$ cat config.mk
export PLATFORM = sky130hd
export DESIGN_NAME = clk_div_cfg_ctrl
export DESIGN_NICKNAME = d
export VERILOG_FILES = /design/src/rtl/clk_div_ctrl_pkg.sv /design/src/rtl/clk_div_cfg_ctrl_rr_arb2.sv /design/src/rtl/clk_div_cfg_ctrl.sv
export SDC_FILE = /design/constraint.sdc
export NUM_CORES = 1
export LEC_CHECK = 0
export CAP_MARGIN = 20
export CORE_ASPECT_RATIO = 0.5
export CORE_UTILIZATION = 45
export DETAILED_ROUTE_END_ITERATION = 16
export PLACE_DENSITY_LB_ADDON = 0.08
export RECOVER_POWER = 25
export SYNTH_ARGS = -nofsm -noshare
export SYNTH_HDL_FRONTEND = slang
export SYNTH_SLANG_ARGS = --single-unit
$ cat constraint.sdc
create_clock -name i_ref_clk -period 2.25 [get_ports i_ref_clk]
set_input_delay 0.5625 -clock i_ref_clk [delete_from_list [all_inputs] [get_ports i_ref_clk]]
set_output_delay 0.5625 -clock i_ref_clk [all_outputs]
set_load 0.03 [all_outputs]
$ cat src/rtl/clk_div_ctrl_pkg.sv
// Shared types and constants for the clock-divider configuration controller.
package clk_div_ctrl_pkg;

  localparam int NUM_REQ = 2;
  localparam int RATIO_W = 8;

  typedef enum logic [1:0] {
    ST_IDLE   = 2'd0,
    ST_GATE   = 2'd1,
    ST_LOAD   = 2'd2,
    ST_SETTLE = 2'd3
  } state_e;

  function automatic logic [NUM_REQ-1:0] req_onehot(input logic idx);
    return idx ? 2'b10 : 2'b01;
  endfunction

endpackage

$ cat src/rtl/clk_div_cfg_ctrl_rr_arb2.sv
// Two-input round-robin arbiter; the pointer names the requester favoured on a tie.
module rr_arb2
  import clk_div_ctrl_pkg::*;
(
  input  logic               i_ref_clk,
  input  logic               i_rst,
  input  logic [NUM_REQ-1:0] i_req,
  input  logic               i_advance,
  output logic [NUM_REQ-1:0] o_grant,
  output logic               o_ptr
);

  logic ptr_q, ptr_d;

  always_comb begin
    o_grant = '0;
    case (i_req)
      2'b01:   o_grant = 2'b01;
      2'b10:   o_grant = 2'b10;
      2'b11:   o_grant = ptr_q ? 2'b10 : 2'b01;
      default: o_grant = '0;
    endcase
  end

  // Moving past the winner: a requester-0 win favours requester 1 next, and vice versa.
  always_comb begin
    ptr_d = ptr_q;
    if (i_advance) ptr_d = o_grant[0];
  end

  always_ff @(posedge i_ref_clk or posedge i_rst) begin
    if (i_rst) ptr_q <= 1'b0;
    else       ptr_q <= ptr_d;
  end

  assign o_ptr = ptr_q;

endmodule

$ cat src/rtl/clk_div_cfg_ctrl.sv
// Arbitrates ratio-change requests and sequences each change glitch-free:
// gate the enable, quiesce, load the ratio, settle, re-enable.
module clk_div_cfg_ctrl
  import clk_div_ctrl_pkg::*;
#(
  parameter logic [RATIO_W-1:0] RESET_RATIO = 8'd8,
  parameter logic [RATIO_W-1:0] MAX_RATIO   = 8'd63,
  parameter int                 QUIESCE     = 4,
  parameter int                 SETTLE      = 2
) (
  input  logic               i_ref_clk,
  input  logic               i_rst,
  input  logic [NUM_REQ-1:0] i_req,
  input  logic [RATIO_W-1:0] i_ratio0,
  input  logic [RATIO_W-1:0] i_ratio1,
  output logic [NUM_REQ-1:0] o_ack,
  output logic [NUM_REQ-1:0] o_err,
  output logic [RATIO_W-1:0] o_div_ratio,
  output logic               o_clk_en,
  output logic               o_busy
);

  localparam int CNT_MAX = (QUIESCE > SETTLE) ? QUIESCE : SETTLE;
  localparam int CNT_W   = $clog2(CNT_MAX + 1);
  localparam logic [CNT_W-1:0] QUIESCE_LOAD = CNT_W'(QUIESCE - 1);
  localparam logic [CNT_W-1:0] SETTLE_LOAD  = CNT_W'(SETTLE - 1);

  state_e               state_q, state_d;
  logic [CNT_W-1:0]     cnt_q, cnt_d;
  logic [RATIO_W-1:0]   ratio_q, ratio_d;
  logic [RATIO_W-1:0]   div_ratio_q, div_ratio_d;
  logic                 clk_en_q, clk_en_d;
  logic [NUM_REQ-1:0]   ack_q, ack_d;
  logic [NUM_REQ-1:0]   err_q, err_d;

  logic [NUM_REQ-1:0]   req_eff;
  logic [NUM_REQ-1:0]   grant;
  logic                 grant_valid;
  logic                 arb_ptr;
  logic [RATIO_W-1:0]   win_ratio;

  // A requester still holds its request during its own ack/err cycle, so mask it off.
  assign req_eff     = i_req & ~(ack_q | err_q);
  assign grant_valid = (state_q == ST_IDLE) && (req_eff != '0);
  assign win_ratio   = grant[1] ? i_ratio1 : i_ratio0;

  rr_arb2 u_arb (
    .i_ref_clk (i_ref_clk),
    .i_rst     (i_rst),
    .i_req     (req_eff),
    .i_advance (grant_valid),
    .o_grant   (grant),
    .o_ptr     (arb_ptr)
  );

  // The pointer only moves on grants, so during a sequence it points away from the owner.
  always_comb begin
    state_d     = state_q;
    cnt_d       = cnt_q;
    ratio_d     = ratio_q;
    div_ratio_d = div_ratio_q;
    clk_en_d    = clk_en_q;
    ack_d       = '0;
    err_d       = '0;
    case (state_q)
      ST_IDLE: begin
        if (grant_valid) begin
          ratio_d = win_ratio;
          if (win_ratio > MAX_RATIO) begin
            err_d = grant;
          end else if ((win_ratio == div_ratio_q) && clk_en_q) begin
            ack_d = grant;
          end else begin
            clk_en_d = 1'b0;
            cnt_d    = QUIESCE_LOAD;
            state_d  = ST_GATE;
          end
        end
      end
      ST_GATE: begin
        if (cnt_q == '0) state_d = ST_LOAD;
        else             cnt_d   = cnt_q - CNT_W'(1);
      end
      ST_LOAD: begin
        div_ratio_d = ratio_q;
        cnt_d       = SETTLE_LOAD;
        state_d     = ST_SETTLE;
      end
      ST_SETTLE: begin
        if (cnt_q == '0) begin
          clk_en_d = 1'b1;
          ack_d    = req_onehot(~arb_ptr);
          state_d  = ST_IDLE;
        end else begin
          cnt_d = cnt_q - CNT_W'(1);
        end
      end
      default: state_d = ST_IDLE;
    endcase
  end

  always_ff @(posedge i_ref_clk or posedge i_rst) begin
    if (i_rst) begin
      state_q     <= ST_IDLE;
      cnt_q       <= '0;
      ratio_q     <= RESET_RATIO;
      div_ratio_q <= RESET_RATIO;
      clk_en_q    <= 1'b1;
      ack_q       <= '0;
      err_q       <= '0;
    end else begin
      state_q     <= state_d;
      cnt_q       <= cnt_d;
      ratio_q     <= ratio_d;
      div_ratio_q <= div_ratio_d;
      clk_en_q    <= clk_en_d;
      ack_q       <= ack_d;
      err_q       <= err_d;
    end
  end

  assign o_ack       = ack_q;
  assign o_err       = err_q;
  assign o_div_ratio = div_ratio_q;
  assign o_clk_en    = clk_en_q;
  assign o_busy      = (state_q != ST_IDLE);

endmodule

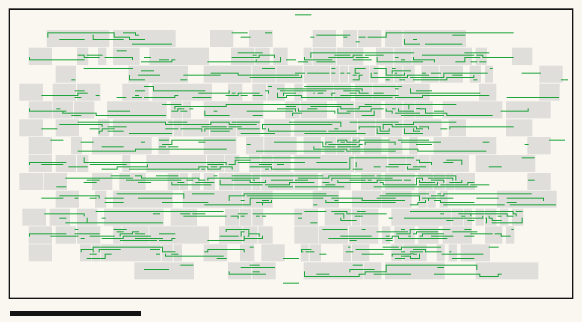
(met1 routing)
The bar under the picture is 20 um long.
nets with wire on the layer: 214
longest straight run: 21.6 um
drt total wl: 3880 um
via count: 1,405
met1 Usage GRT: 0.318

==> results.json <==
{
  "status": "finished, violations left",
  "violations": "setup timing",
  "xor_share": 0.0446,
  "power.total_mw": 2.89,
  "fp-utilization": 0.498,
  "path_clk_slew_ns": 0.10,
  "setup_ws_ns": -0.183,
  "min_path_cells": 2,
  "layout-drive-gt1-share": 0.280,
  "drc": 0,
  "fp.coreArea_sq_um": 3150,
  "fin_nets": 245,
  "register_area_sq_um": 682,
  "worst-path-max-fanout": 3,
  "area_growth_pct": 44.4,
  "hold_violations": 0,
  "globalRouteOverflowTotal": 0,
  "top_cells_by_area": "dfrtp_1 (38%), o21ai_0 (5.1%), dfstp_2 (5.0%)",
  "ys.flops": 27,
  "die_x_um": 85.5,
  "netlist_area_sq_um": 1570,
  "synthAoiAreaFrac": 0.162,
  "peakVddDrop_mv": 0.661,
  "setup_tns_ns": -0.729,
  "synth-async-reset-ratio": 1.00,
  "crit_path_end_kind": "register",
  "cts_buffer_depth": 2,
  "die_h_um": 43.8,
  "ys_chip_area_sq_um": 1570,
  "synthesis.instances": 161,
  "maxSlewViolCount": 0,
  "grt_pass1_vias": 1305,
  "ys_seq_frac": 0.433,
  "clk_latency_ns": 0.27,
  "period_minus_slack_ns": 2.43,
  "pre_cts_ws_ns": -0.803,
  "crit_type": "reg -> reg",
  "io_pins": 34,
  "top_cell": "dfrtp_1",
  "die_area_sq_um": 3740,
  "clock_skew_ns": 0.00397,
  "grt_start_max_net_pins": 28,
  "routed_via_density": 5.45,
  "drt-pass1-iter-count": 4,
  "stdcell_count": 258,
  "numPortBuffers": 33,
  "relSlewSlack": 0.546,
  "power-per-cell-area_nw_per_um2": 1270,
  "cts_max_level": 1,
  "finalClockPeriodUsage": 1.08,
  "yosys.area.top_type": "dfrtp_1",
  "first_iter_violations": 77,
  "simple_gate_area_frac": 0.180,
  "rsz0062_at_grt": "true",
  "hold_buffers": 0,
  "cts_root_buf": "clkbuf_8",
  "arrival_ns": 2.60,
  "setup_viol": 8,
  "mux_area_frac": 0.102,
  "clock-sinks": 27,
  "final-comb-area_sq_um": 927,
  "cts_made_buffers": 3,
  "grt_first_pass_wirelength_um": 6310,
  "drv_cap": 0,
  "cts_tree": "done",
  "antenna_found_initial": 0,
  "synth_stat.cells": 161,
  "ff_type": "dfrtp_1",
  "top_cells_by_count": "dfrtp_1 (24), nand2_1 (17), o21ai_0 (16), nor2_1 (10), inv_1 (9)",
  "min_path_type": "reg -> reg",
  "warning_count": 33,
  "ff2ff_path_depth": 6,
  "drtAntennaViolNets": 0
}
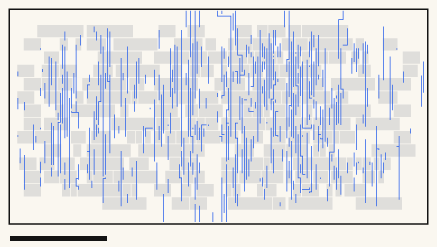
(signal wires on met2)
The bar under the picture is 20 um long.
nets with wire on the layer: 211
main direction: vertical
met2 usage: 0.362

==> path summary, 6_finish.rpt <==
kind / slack, ns / startpoint / to
setup reg to reg: -0.18 / o_err[0] / state_q[1]
max in group asynchronous: 0.87 / i_rst / o_ack[0]
min in group asynchronous: 0.91 / i_rst / state_q[0]
hold reg to reg: 0.48 / ratio_q[3] / ratio_q[3]
hold / removal: 0.48 / ratio_q[3] / ratio_q[3]
setup / recovery: -0.18 / o_err[0] / state_q[1]
==> metal layers <==
metal  GRT usage  wire (um)  vias up
met5           0          0        -
met1       0.318       1950      668
met3      0.0457        213        2
met4      0.0300          8        0
li1            -          -      686
met2       0.362       1710       49
==> cells in the final DEF (no fill, tap or decap), types with 3 or more instances in the layout <==
cell | netlist | layout
clkdlybuf4s50_1 | 0 | 29
dfrtp_1 | 24 | 22
buf_4 | 0 | 20
nand2_1 | 17 | 15
o21ai_0 | 16 | 14
nor2_1 | 10 | 10
inv_1 | 9 | 9
mux2_2 | 7 | 7
mux2i_1 | 7 | 6
a21oi_1 | 8 | 6
xor2_1 | 6 | 6
ha_1 | 6 | 6
nand2b_1 | 5 | 5
nor2b_1 | 4 | 4
nand3_1 | 3 | 3
a211oi_2 | 0 | 3
clkbuf_8 | 0 | 3
dfstp_2 | 3 | 3
==> registers in the layout (all words and copies together) (netlist names) <==
signal       count
cnt_q            3
o_ack            2
o_clk_en         1
o_div_ratio      8
o_err            2
ratio_q          8
state_q          2
u_arb.o_ptr      1
==> through the flow <==
step / area [sq um] / hold WS (ns)
2_1_floorplan: 1580 / 0.444
4_1_cts: 2240 / 0.492
3_3_place_gp: 2110 / 0.455
6_report: 2270 / 0.483
3_5_place_dp: 2110 / 0.470
5_1_grt: 2270 / 0.518
==> layout make-up <==
cell class	instances	share of cell area
Clock buffer	3	0.0182
Clock inverter	1	0.00331
Inverter	9	0.0149
Multi-Input combinational cell	121	0.409
Sequential cell	27	0.301
Tap cell	40	0.0221
Timing Repair Buffer	57	0.232
==> critical path, stage by stage, from the launching register on <==
cell and delay (ns):
dfrtp_2 0.42, or4b_4 0.55, and3_4 0.17, or3_4 0.34, a221oi_4 0.37, a211oi_2 0.13
mux2_1 0.34
==> power breakdown <==
group | internal (mW) | switching (mW)
Combinational | 0.814 | 0.904
Sequential | 0.716 | 0.167
Clock | 0.126 | 0.159
==> logic make-up (layout without fill, tap and decap cells) <==
kind of cell / after synthesis / count (layout)
AND/OR/NAND/NOR: 53 / 53
AND-OR/OR-AND: 39 / 39
flip-flops: 27 / 27
multiplexers: 15 / 15
buffers and inverters: 13 / 70
XOR/XNOR: 8 / 8
adder cells (fa/ha/maj): 6 / 6
==> timing repair <==
item | in CTS | in global routing
endpoints found under the setup margin | 9 | 8
setup buffers | 5 | 0
pin swaps | 8 | 8
gates resized | 15 | 9
Power and IR drop assume default switching activity.
